**Run 1: cells colored by class**

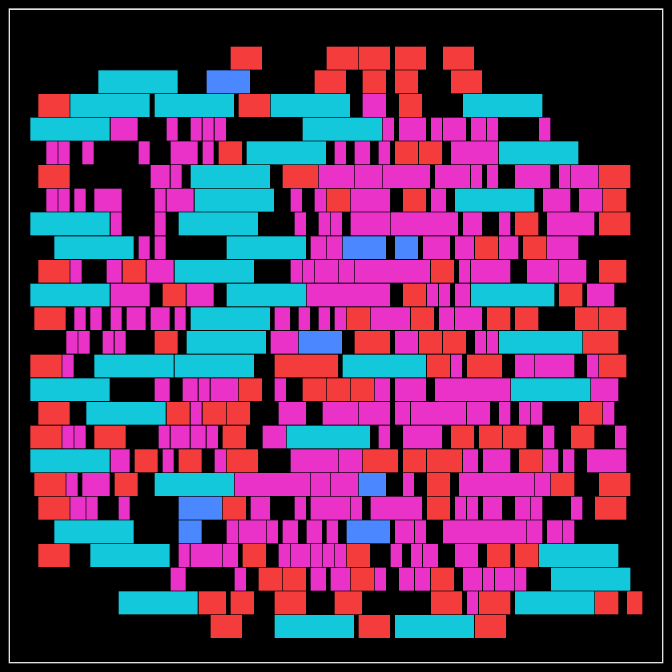
**Run 1: clock wires, drivers and flops**

Bar = 20 um.
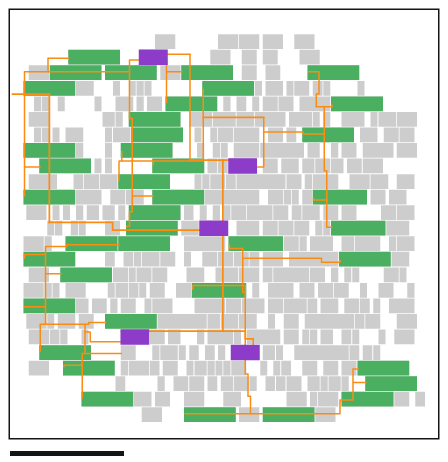
**Run 1: gate-type map**

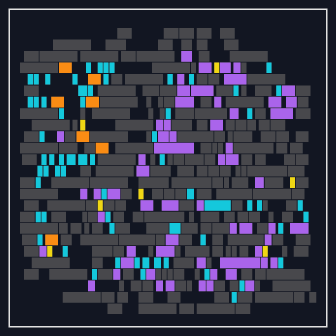
--- src/rtl/neuron_pkg.sv ---
// Types and default sizes shared by the spike transmit and receive sides of
// the neuron layer.
package neuron_pkg;

  localparam int N_NEURONS_DEF = 16;
  localparam int TS_W_DEF      = 8;

  typedef enum logic {
    IDLE = 1'b0,
    SEND = 1'b1
  } aer_tx_state_t;

endpackage

--- src/rtl/aer_spike_tx_prio_enc_lsb.sv ---
// Combinational lowest-set-bit encoder: idx is the index of the lowest set
// bit of in_i, any flags that at least one bit is set.
module prio_enc_lsb #(
  parameter int N = 16
) (
  input  logic [N-1:0]         in_i,
  output logic [$clog2(N)-1:0] idx_o,
  output logic                 any_o
);

  localparam int IW = $clog2(N);

  // Scan high to low so the lowest set bit is the last write and wins.
  always_comb begin
    idx_o = '0;
    for (int i = N - 1; i >= 0; i--) begin
      if (in_i[i]) idx_o = IW'(i);
    end
  end

  assign any_o = |in_i;

endmodule

--- src/rtl/aer_spike_tx.sv ---
// Serializes one spike vector per timestep into AER events (neuron index +
// timestep stamp), lowest index first, over a valid/ready link.
module aer_spike_tx
  import neuron_pkg::*;
#(
  parameter int N_NEURONS = N_NEURONS_DEF,
  parameter int ADDR_W    = $clog2(N_NEURONS),
  parameter int TS_W      = TS_W_DEF
) (
  input  logic                 clk,
  input  logic                 rst,
  input  logic [N_NEURONS-1:0] spk_in,
  input  logic                 spk_valid,
  output logic                 spk_ready,
  output logic [ADDR_W-1:0]    aer_addr,
  output logic [TS_W-1:0]      aer_ts,
  output logic                 aer_valid,
  input  logic                 aer_ready,
  output logic                 frame_done,
  output logic                 ovf,
  input  logic                 ovf_clr
);

  aer_tx_state_t          state_q, state_d;
  logic [N_NEURONS-1:0]   pending_q, pending_d;
  logic [TS_W-1:0]        ts_cnt_q, ts_cnt_d;
  logic [ADDR_W-1:0]      addr_q, addr_d;
  logic [TS_W-1:0]        ts_q, ts_d;
  logic                   valid_q, valid_d;
  logic                   done_q, done_d;
  logic                   ovf_q, ovf_d;

  logic [N_NEURONS-1:0]   cur_oh;
  logic [N_NEURONS-1:0]   pend_masked;
  logic [N_NEURONS-1:0]   enc_in;
  logic [ADDR_W-1:0]      enc_idx;
  logic                   enc_any;

  // One-hot of the address currently on the link; removed from pending on
  // handshake so the encoder already sees the next candidate.
  always_comb begin
    cur_oh = '0;
    for (int i = 0; i < N_NEURONS; i++) begin
      cur_oh[i] = (addr_q == ADDR_W'(i));
    end
  end

  assign pend_masked = pending_q & ~cur_oh;
  assign enc_in      = (state_q == IDLE) ? spk_in : pend_masked;

  prio_enc_lsb #(
    .N (N_NEURONS)
  ) u_enc (
    .in_i  (enc_in),
    .idx_o (enc_idx),
    .any_o (enc_any)
  );

  assign spk_ready  = (state_q == IDLE);
  assign aer_addr   = addr_q;
  assign aer_ts     = ts_q;
  assign aer_valid  = valid_q;
  assign frame_done = done_q;
  assign ovf        = ovf_q;

  always_comb begin
    state_d   = state_q;
    pending_d = pending_q;
    ts_cnt_d  = ts_cnt_q;
    addr_d    = addr_q;
    ts_d      = ts_q;
    valid_d   = valid_q;
    done_d    = 1'b0;
    ovf_d     = ovf_q;

    // A drop in the same cycle as a clear must leave ovf set.
    if (ovf_clr)                ovf_d = 1'b0;
    if (spk_valid && !spk_ready) ovf_d = 1'b1;

    case (state_q)
      IDLE: begin
        if (spk_valid) begin
          pending_d = spk_in;
          ts_d      = ts_cnt_q;
          ts_cnt_d  = ts_cnt_q + TS_W'(1);
          if (enc_any) begin
            state_d = SEND;
            addr_d  = enc_idx;
            valid_d = 1'b1;
          end else begin
            done_d  = 1'b1;
          end
        end
      end
      SEND: begin
        if (aer_ready) begin
          pending_d = pend_masked;
          if (enc_any) begin
            addr_d  = enc_idx;
          end else begin
            valid_d = 1'b0;
            done_d  = 1'b1;
            state_d = IDLE;
          end
        end
      end
      default: begin
        state_d = IDLE;
        valid_d = 1'b0;
      end
    endcase
  end

  always_ff @(posedge clk or negedge rst) begin
    if (!rst) begin
      state_q   <= IDLE;
      pending_q <= '0;
      ts_cnt_q  <= '0;
      addr_q    <= '0;
      ts_q      <= '0;
      valid_q   <= 1'b0;
      done_q    <= 1'b0;
      ovf_q     <= 1'b0;
    end else begin
      state_q   <= state_d;
      pending_q <= pending_d;
      ts_cnt_q  <= ts_cnt_d;
      addr_q    <= addr_d;
      ts_q      <= ts_d;
      valid_q   <= valid_d;
      done_q    <= done_d;
      ovf_q     <= ovf_d;
    end
  end

endmodule

--- config.mk ---
export PLATFORM = sky130hd
export DESIGN_NAME = aer_spike_tx
export DESIGN_NICKNAME = d
export VERILOG_FILES = /design/src/rtl/neuron_pkg.sv /design/src/rtl/aer_spike_tx_prio_enc_lsb.sv /design/src/rtl/aer_spike_tx.sv
export SDC_FILE = /design/constraint.sdc
export NUM_CORES = 1
export LEC_CHECK = 0
export CAP_MARGIN = 15
export CORE_MARGIN = 2
export CORE_UTILIZATION = 47
export DETAILED_ROUTE_END_ITERATION = 8
export PLACE_DENSITY = 0.74
export SLEW_MARGIN = 20
export SYNTH_ARGS = -nofsm -noshare
export SYNTH_HDL_FRONTEND = slang
export SYNTH_SLANG_ARGS = --single-unit
--- constraint.sdc ---
create_clock -name clk -period 1.95 [get_ports clk]
set_clock_uncertainty 0.1 [all_clocks]
set_input_delay 0.39 -clock clk [delete_from_list [all_inputs] [get_ports clk]]
set_output_delay 0.39 -clock clk [all_outputs]
set_load 0.02 [all_outputs]
==> results.toml, run 1 <==
# implementation run metrics
[status]
status = "complete, but fails checks"
violations = "setup timing"

[final_timing]
fin_crit_ns = 2.110
relSlewSlack = 0.6612
setup_tns_ns = -0.8851
finalCritPeriodShare = 1.082
final.setup.worst_slack_ns = -0.1596
setup_viol = 7
final-hold-violation-count = 0
rsz0062_at_grt = "true"
clock.fmax_mhz = 474.0
worst_pin_slew_ns = 0.5083
finalMaxSlewViolations = 0

[grt]
grt_pass1_vias = 2202
grt_overflow = 0
grt_first_pass_wirelength_um = 10250
antenna_found_initial = 0
grt_util_all_layers = 0.2426
grt_max_degree = 41

[placed_design]
gp_congestion = 0.9102
place_ws_ns = -0.2845
hpwl_um = 4257
numPortBuffers = 36

[worst_setup_path]
crit_path_cell_trace = "buf_6 -> buf_6 -> and4bb_2 -> o221ai_4 -> nor4b_4 -> nand3_4 -> a21oi_2 -> a41oi_1"
startpoint = "aer_addr[2]"
cp_top_family = "simple AND/OR/NAND/NOR gates"
cpMostUsedCell = "buf_6"
r2r-end = "aer_addr[0]"
rrSetupSlack_ns = -0.16
critPathBufInv = 2
worst_setup_path_end_kind = "flip-flop"
critical_path.max_stage_delay_ns = 0.46
endpoint = "aer_addr[0]"
crit_fanout = 8
startpoint_type = "flip-flop"
reg2regPathDepth = 8
critPathKind = "reg2reg"
cp.arrival_ns = 2.19
slowest_stage = "dfrtp_2"
worstSetupPathDepth = 8
worst_ep_required_time_ns = 2.03
regToRegStartpoint = "aer_addr[2]"

[clock_network]
cts_resized = 29
clkSinkCount = 40
cts_tree = "done"
post_cts_buffers = 12
clk_pin_slew_worst_paths_ns = 0.09
postCtsHoldBufs = 0
cts_inserted_buffers = 5
clockBufferDepth = 2
h-tree-depth = 2
clock-root-buffer = "clkbuf_8"

[logic_synthesis]
syn_nets = 285
yosys-stat-area_mm2 = 0.002362
synthCells = 263
synth-edff-count = 0
synthTopCellsByCount = "nand2_1, dfrtp_1, nor2_1, a21oi_1, o21ai_0"
ys_seq_frac = 0.4237
synth_area_mm2 = 0.002362
yosysUniqueCellTypes = 49
synth_top_flop_cell = "dfrtp_1"
ys_cells = 263
synth_area_per_cell_um2 = 8.982
async_reset_ff_frac = 1.000
synth_top_cell_by_area = "dfrtp_1"
yosysTopAreaCellShare = 0.4237
yosys_warnings = 0
ys_top_cells_by_area = "dfrtp_1, nand2_1, nor2_1"
ys.flops = 40
yosysMostFrequentCell = "nand2_1"

[job]
warnings = 28
cap_violations = 0

[floorplan]
rows = 25
die_x_um = 74.90
core_mm2 = 0.004786
die_h_um = 74.90
die-area_mm2 = 0.005609
io_pins = 37
initial_core_util = 0.4936

[pwr]
powerDensity_mw_per_mm2 = 1004
total_power_uw = 3425
worst_ir_drop_vdd_mv = 0.6087
p_leak_uw = 0.001551

[route]
vias = 2277
drc = 0
avgRoutedWirePerCell_um = 14.60
firstDrtPassIters = 4
drt_first_iter_violations = 128
vias_per_cell = 5.370
wl_um = 6192
ant_nets = 0

[layout]
drive_above_1_share = 0.3137
nets = 378
syn2layout_area_growth_pct = 44.49
lay_top_cells = "buf_4, nand2_1, nor2_1, dfrtp_1, clkdlybuf4s50_1"
antenna_cells = 0

[worst_hold_path]
hold_class = "in2async"
Back to the opening pictures, 'cells colored by class':
Key: blue = clock drivers and dummy loads [cells 8, share of their area 2.8%]; magenta = combinational and other logic [cells 208, share of their area 41%]; cyan = flops [cells 40, share of their area 30%]; red = other buffers and delay cells [cells 101, share of their area 26%]
sequential cell area share: 0.2947
Design Area, Final: 0.003413 mm2

Back to the opening pictures, 'clock wires, drivers and flops':
Key: green = flip-flops [count 40]; orange = clock wires [length 562 um]; purple = clock drivers [count 5]
There are 6 routed clock nets. Position of the flops: all over the die.
clk latency late pin: 0.30 ns
clock network power: 576 uW
Clock power frac: 0.168

Back to the opening pictures, 'gate-type map':
Key: yellow = inverters [cells 7, most used inv_1]; orange = XOR/XNOR gates [cells 7, most used xnor2_1]; cyan = NAND gates [cells 64, most used nand2_1]; purple = inverting AOI/OAI gates [cells 60, most used a21oi_1]
Commonest Layout Cell: buf_4
Final Instance Count excl. Fillers: 424
logic share of the area: 0.3904

==> run 1: sequential cells by signal, summed over array words and instances (netlist names) <==
register,flops
aer_valid,1
pending_q,16
ovf,1
state_q,1
ts_cnt_q,8
frame_done,1
aer_addr,4
aer_ts,8
==> run 1: power breakdown <==
| group | internal, uW | switching (uW) |
|---|---|---|
| registers | 994 | 127 |
| logic | 888 | 839 |
| clock network | 253 | 323 |
| total | 2140 | 1290 |
==> run 1: layer usage <==
layer,vias to the layer above,GRT usage,part of all wire
met5,-,0,0
met1,1088,0.3155,0.45
met4,0,0.09325,0.021
met2,56,0.4074,0.49
met3,13,0.03882,0.037
li1,1120,-,-
==> run 1: per-stage QoR <==
step	util	hold WS, ns	cells	cell area [um2]
after floorplan	-	-0.005591	263	2377
after global placement	0.6515	0.3599	402	3118
after detailed placement	0.6515	0.3664	402	3118
after CTS	0.7082	0.05493	422	3390
after global routing	0.7132	0.09766	424	3413
final	0.7132	0.02867	424	3413
==> run 1: cell type report <==
type | instances | area, um2
clock buffers | 5 | 68.82
clock inverters | 3 | 23.77
fillers | 387 | 1373
inverters | 7 | 26.28
multi-input cells | 201 | 1333
flip-flops and latches | 40 | 1006
well taps | 67 | 83.83
repair buffers | 101 | 872.1
==> run 1: logic make-up (layout without fill, tap and decap cells) <==
family | count (synthesis) | in the layout | share of synthesized area
AND-OR/OR-AND | 65 | 65 | 0.1933
AND/OR/NAND/NOR | 126 | 126 | 0.2929
buffers and inverters | 22 | 116 | 0.04925
XOR/XNOR | 7 | 7 | 0.02595
flip-flops | 40 | 40 | 0.4237
multiplexers | 2 | 2 | 0.009533
adder cells (fa/ha/maj) | 1 | 1 | 0.005296
**Run 1: where the registers sit**

Other sequential cells in the stronger gray, the rest of the logic in the fainter gray.
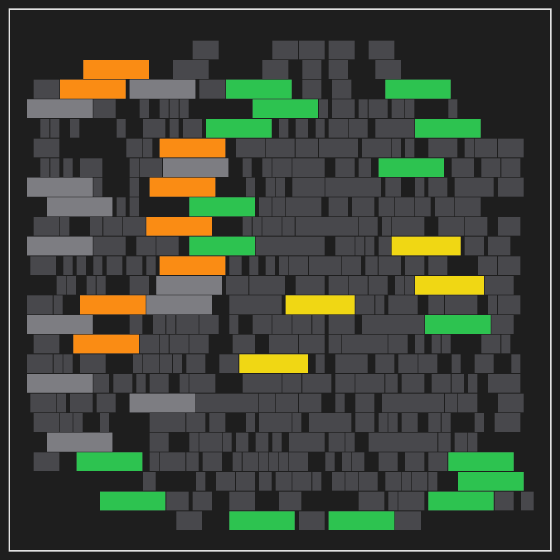

## Run 2: what changed since run 1
GPL_TIMING_DRIVEN = 0   (was unset)
RECOVER_POWER = 25   (was unset)
**Run 2: where the registers sit**

Other sequential cells in the stronger gray, the rest of the logic in the fainter gray.
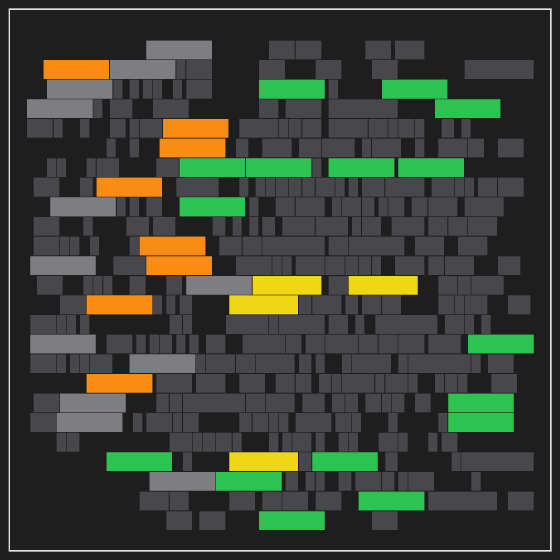
Key: orange = `ts_cnt_q` [sequential cells 8]; yellow = `aer_addr` [sequential cells 4, where middle]; green = `pending_q` [sequential cells 16]
Another 12 sequential cells are not colored.
fin util: 0.6758
register area: 0.001006 mm2
seq pwr: 1130 uW

==> run 2 against run 1 <==
The run still ends with setup timing left. Sequential power about the same. Via count down 0.40%. Combinational power down 5%. Core utilization down 3.7 points. Global-route usage up 0.91 points. Flip-flop count unchanged. Clock power down 2%. Critical path type unchanged. Largest power group unchanged.
==> results.toml, run 2 <==
# implementation run metrics
[clock_network]
clkSinkCount = 40
clockBufferDepth = 2
clk_pin_slew_worst_paths_ns = 0.09
cts_tree = "done"
worstSkewPairLatency_ns = 0.30
cts_inserted_buffers = 5
clock-root-buffer = "clkbuf_8"
h-tree-depth = 2

[route]
met2_wirelength_um = 3209
dr_wl_met3_um = 410
vias_per_cell = 5.771
avgRoutedWirePerCell_um = 16.80
ant_nets = 0
vias = 2268
firstDrtPassIters = 5
wl_met1_um = 2815
top_layer_used = "met4"
drt_first_iter_violations = 265
drc = 0
wl_um = 6601

[final_timing]
fin_hold_ws_ns = 0.3809
fin_crit_ns = 2.144
setup_viol = 13
worst_pin_slew_ns = 1.111
relSlewSlack = 0.2590
finalCritPeriodShare = 1.099
final-hold-violation-count = 0
clock.fmax_mhz = 466.4
final.setup.worst_slack_ns = -0.1939
rsz0062_at_grt = "true"
finalMaxSlewViolations = 0

[grt]
grt_max_degree = 24
grt_pass1_vias = 2132
antenna_found_initial = 0
use_met2 = 0.4123
grt_util_met3 = 0.04953
grt_first_pass_wirelength_um = 10590
grt_util_all_layers = 0.2517
grt_use_met1 = 0.3365
grt-busiest-layer = "met2"
grt_overflow = 0

[pwr]
power.switching_uw = 1311
worst_ir_drop_vdd_mv = 0.5080
internal_power_uw = 2032
seq_power_share = 0.337
powerDensity_mw_per_mm2 = 1033
power_frac_comb = 0.494
p_clk_frac = 0.169
p_leak_uw = 0.001407
switching_share = 0.3921

[worst_setup_path]
startpoint_type = "flip-flop"
crit_path_cell_trace = "buf_6 -> and4b_2 -> o221ai_4 -> nor4_4 -> nand3_4 -> a21oi_2 -> a41oi_2"
crit_fanout = 10
critPathBufInv = 1
worst_ep_required_time_ns = 2.02
critical_path.max_stage_delay_ns = 0.46
critPathKind = "reg2reg"
regToRegStartpoint = "aer_addr[3]"
rrSetupSlack_ns = -0.19
cp.arrival_ns = 2.21
cp_top_family = "simple AND/OR/NAND/NOR gates"
slowest_stage = "dfrtp_2"
startpoint = "aer_addr[3]"
r2r-end = "aer_addr[0]"
worst_setup_path_end_kind = "flip-flop"
reg2regPathDepth = 7

[placed_design]
dp_cells = 367
dpl_cell_area_mm2 = 0.002844
hpwl_um = 4249
place_ws_ns = -0.6114
gp_congestion = 0.8859
numPortBuffers = 36

[layout]
drive_above_1_share = 0.2546
combGateArea_mm2 = 0.001378
lay_top_cells = "nand2_1, nor2_1, dfrtp_1, clkdlybuf4s50_1, a21oi_1"
lay_top_count = "nand2_1"
postLayoutCellArea_mm2 = 0.003234
nFillCells = 383
final_cells = 393
largest_register_ffs = 16
antenna_cells = 0
max_flop_register = "pending_q"
nets = 347
syn2layout_area_growth_pct = 36.92

[job]
warnings = 28
cap_violations = 0

[logic_synthesis]
ys_cells = 263
ys_top_cells_by_area = "dfrtp_1, nand2_1, nor2_1"
yosysMostFrequentCell = "nand2_1"
yosysUniqueCellTypes = 49
synth_area_per_cell_um2 = 8.982
synth_area_mm2 = 0.002362
synth_top_flop_cell = "dfrtp_1"
yosys_warnings = 0
async_reset_ff_frac = 1.000
ys.flops = 40
synth_top_cell_by_area = "dfrtp_1"
syn_nets = 285
synthCells = 263
ys_seq_frac = 0.4237
yosysTopAreaCellShare = 0.4237
synth-edff-count = 0
yosys-stat-area_mm2 = 0.002362
synthTopCellsByCount = "nand2_1, dfrtp_1, nor2_1, a21oi_1, o21ai_0"

[floorplan]
die_x_um = 74.90
rows = 25
die_h_um = 74.90
io_pins = 37
core_mm2 = 0.004786
initial_core_util = 0.4936
die-area_mm2 = 0.005609

[worst_hold_path]
hold_class = "reg2reg"
hold_start = "aer_ts[6]"
holdPathStages = 2
whs_endpoint = "aer_ts[6]"

[status]
status = "complete, but fails checks"
violations = "setup timing"
-- run 2: timing repair --
action | in CTS | in global routing
gates resized | 29 | 26
pin swaps | 8 | 7
setup endpoints to repair | 24 | 24
setup buffers | 16 | 1
hold endpoints to repair | 17 | 0
hold buffers | 1 | 0
-- run 2: layout make-up --
cell class              count  share of cell area
repair buffers             55              0.1621
well taps                  67             0.02592
multi-input cells         201              0.4259
clock buffers               5             0.02128
flip-flops and latches     40              0.3110
plain buffers              15             0.03985
inverters                   7            0.008124
clock inverters             3            0.005803
-- run 2: logic make-up (layout without fill, tap and decap cells) --
kind of cell	Yosys count	in the layout	synth area share
XOR/XNOR	7	7	0.02595
adder cells (fa/ha/maj)	1	1	0.005296
AND/OR/NAND/NOR	126	126	0.2929
multiplexers	2	2	0.009533
buffers and inverters	22	85	0.04925
flip-flops	40	40	0.4237
AND-OR/OR-AND	65	65	0.1933
-- run 2: power by group through the flow --
| stage | clock network, uW | registers [uW] | logic, uW |
|---|---|---|---|
| floorplan | 0 | 1170 | 867 |
| global placement | 0 | 1160 | 1190 |
| detailed placement | 0 | 1170 | 1220 |
| CTS | 574 | 1120 | 1510 |
| global route | 622 | 1150 | 1760 |
| finish | 564 | 1130 | 1650 |
-- run 2: worst max-delay path by stage --
| stage | slack (ns) | endpoint | cells past startpoint |
|---|---|---|---|
| finish | -0.19 | aer_addr[0] | 7 |
| CTS | -0.14 | aer_addr[0] | 7 |
| global route | -0.24 | aer_addr[0] | 8 |
| global placement | -0.81 | aer_addr[0] | 1 |
| floorplan | 0.007 | aer_addr[1] | 7 |
| detailed placement | -0.61 | spk_ready | 5 |
-- run 2: metrics by stage --
step                setup TNS (ns)  total power, uW
floorplan                        0             2035
global placement            -35.90             2349
detailed placement          -8.782             2386
CTS                        -0.7443             3201
global route                -3.138             3529
finish                      -1.056             3342
**Run 2: clock routing**

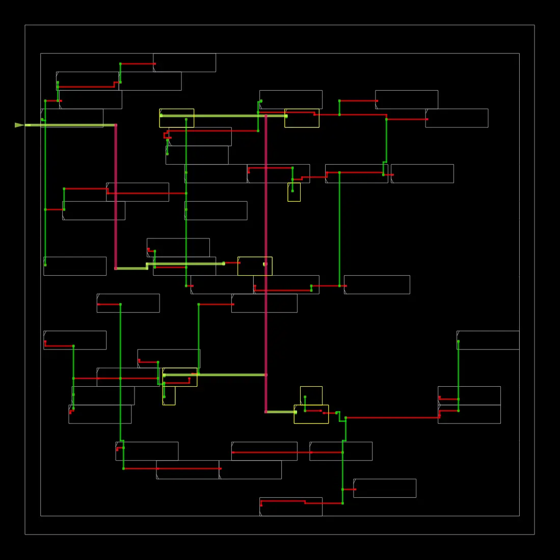

## Run 3: what changed since run 2
CAP_MARGIN = unset   (was 15)
CORE_UTILIZATION = 48   (was 47)
PLACE_DENSITY = 0.75   (was 0.74)
**Run 3: clock routing**

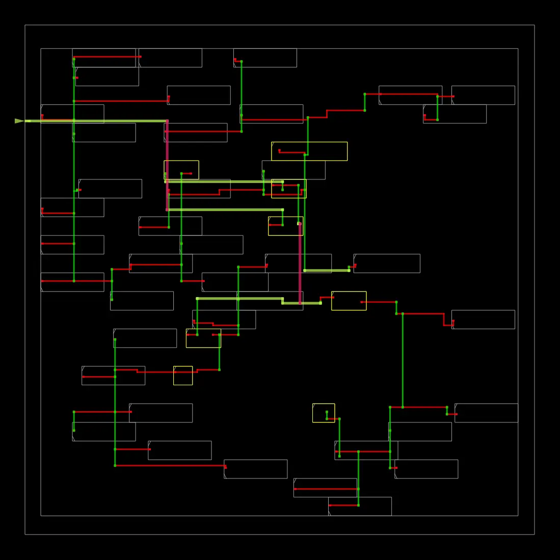
clock network power: 717 uW
registers: 40
CLK BUF: 5

==> run 3 against run 2 <==
The flow still finishes with violations (setup timing). Final area hardly changed. First-iteration DRC count increased by 3.0%. Count of clock-buffer cells in the layout did not move. Clock power increased by 27%. Core utilization is 0.84 points higher. Critical endpoint unchanged.
==> results.toml, run 3 <==
# implementation run metrics
[final_timing]
final.setup.worst_slack_ns = -0.1790
rsz0062_at_grt = "true"
final-hold-violation-count = 0
relSlewSlack = 0.5826
clock.fmax_mhz = 469.7
worst_pin_slew_ns = 0.6261
setup_viol = 8
finalMaxSlewViolations = 0
fin_crit_ns = 2.129
finalCritPeriodShare = 1.092
setup_tns_ns = -1.087

[layout]
max_flop_register = "pending_q"
postLayoutCellArea_mm2 = 0.003232
largest_register_ffs = 16
lay_top_cells = "nand2_1, nor2_1, dfrtp_1, clkdlybuf4s50_1, a21oi_1"
syn2layout_area_growth_pct = 36.81
nets = 341
drive_above_1_share = 0.2469
final_cells = 387
antenna_cells = 0
lay_top_count = "nand2_1"

[floorplan]
die-area_mm2 = 0.005498
core_mm2 = 0.004723
initial_core_util = 0.5001
die_h_um = 74.15
die_x_um = 74.15
io_pins = 37
rows = 25

[clock_network]
clockBufferDepth = 2
clock-root-buffer = "clkbuf_8"
h-tree-depth = 2
cts_inserted_buffers = 5
clk_pin_slew_worst_paths_ns = 0.09
clkSinkCount = 40
cts_tree = "done"
worstSkewPairLatency_ns = 0.30

[status]
violations = "setup timing"
status = "complete, but fails checks"

[pwr]
seq_power_share = 0.324
power_frac_comb = 0.468
switching_share = 0.3723
internal_power_uw = 2161
power.switching_uw = 1282
powerDensity_mw_per_mm2 = 1065
p_clk_frac = 0.208
p_comb_uw = 1610
top_power_group = "combinational logic"
worst_ir_drop_vdd_mv = 0.4051
p_leak_uw = 0.001402
pg_seq_uw = 1110
total_power_uw = 3443

[route]
vias = 2239
vias_per_cell = 5.786
dr_wl_met3_um = 373
drc = 0
met2_wirelength_um = 3011
drt_first_iter_violations = 273
firstDrtPassIters = 5
ant_nets = 0
wl_um = 6253
wl_met1_um = 2754
top_layer_used = "met4"
avgRoutedWirePerCell_um = 16.16

[worst_setup_path]
critPathKind = "reg2reg"
startpoint = "aer_addr[1]"
reg2regPathDepth = 8
regToRegStartpoint = "aer_addr[1]"
rrSetupSlack_ns = -0.18
worst_ep_required_time_ns = 2.01
worst_setup_path_end_kind = "flip-flop"
startpoint_type = "flip-flop"
cp.arrival_ns = 2.19
r2r-end = "aer_addr[0]"
crit_fanout = 10

[placed_design]
dpl_cell_area_mm2 = 0.002836
gp_congestion = 0.9512
numPortBuffers = 36
hpwl_um = 4045
place_ws_ns = -0.6676
dp_cells = 367

[logic_synthesis]
ys.flops = 40
synth_area_per_cell_um2 = 8.982
synth_area_mm2 = 0.002362
yosys-stat-area_mm2 = 0.002362
ys_top_cells_by_area = "dfrtp_1, nand2_1, nor2_1"
yosysMostFrequentCell = "nand2_1"
async_reset_ff_frac = 1.000
yosysTopAreaCellShare = 0.4237
syn_nets = 285
synth_top_cell_by_area = "dfrtp_1"
synth-edff-count = 0
ys_cells = 263
ys_seq_frac = 0.4237
synthCells = 263
yosysUniqueCellTypes = 49
synthTopCellsByCount = "nand2_1, dfrtp_1, nor2_1, a21oi_1, o21ai_0"
yosys_warnings = 0
synth_top_flop_cell = "dfrtp_1"

[grt]
grt_first_pass_wirelength_um = 9798
use_met2 = 0.3710
grt_use_met1 = 0.3316
grt-busiest-layer = "met2"
grt_util_all_layers = 0.2335
grt_max_degree = 30
grt_pass1_vias = 2065
antenna_found_initial = 0
grt_overflow = 0
grt_util_met3 = 0.04878

[worst_hold_path]
hold_class = "reg2reg"
whs_endpoint = "aer_ts[7]"
hold_start = "aer_ts[7]"
holdPathStages = 2

[job]
warnings = 28
cap_violations = 0
-- run 3: cell counts after synthesis --
Identical to the previous run, type by type.
-- run 3: cells by family after synthesis --
logic type	synth area share
compound gates	0.1933
xor+xnor	0.02595
fa+ha+maj	0.005296
buf+inv	0.04925
flops	0.4237
mux	0.009533
simple gates	0.2929
-- run 3: worst max-delay path by stage --
stage,to,cells after the start
5_1_grt,aer_addr[0],8
6_report,aer_addr[0],8
3_3_place_gp,aer_addr[1],1
4_1_cts,aer_addr[0],8
3_5_place_dp,spk_ready,5
2_1_floorplan,aer_addr[1],7
-- run 3: timing repair --
action / 4_1_cts / 5_1_grt
buffers inserted: 8 / 3
endpoints found under the setup margin: 24 / 33
resized: 28 / 36
hold buffers: 1 / 0
hold endpoints to repair: 11 / 0
pin swaps: 13 / 14
-- run 3: through the flow --
stage	hold slack [ns]	util
6_report	0.3805	0.6842
5_1_grt	0.4115	0.6842
4_1_cts	0.3837	0.6535
3_5_place_dp	0.1932	0.6005
3_3_place_gp	0.3606	0.5974
2_1_floorplan	-0.005591	-
-- run 3: layout make-up --
cell class / instances / area, um2
Buffer: 15 / 141.4
Timing Repair Buffer: 49 / 474.2
Tap cell: 67 / 83.83
Clock buffer: 5 / 68.82
Sequential cell: 40 / 1006
Multi-Input combinational cell: 201 / 1385
Clock inverter: 3 / 46.29
Fill cell: 361 / 1491
Inverter: 7 / 26.28
-- run 3: worst max-delay path, cell delays in order, from the launching register on --
cell,delay (ns)
dfrtp_2,0.43
buf_6,0.13
buf_8,0.13
nor4_1,0.42
o22ai_2,0.16
nor3_4,0.26
nand3_4,0.16
a21oi_2,0.15
a41oi_1,0.05
Power and IR drop assume default switching activity.
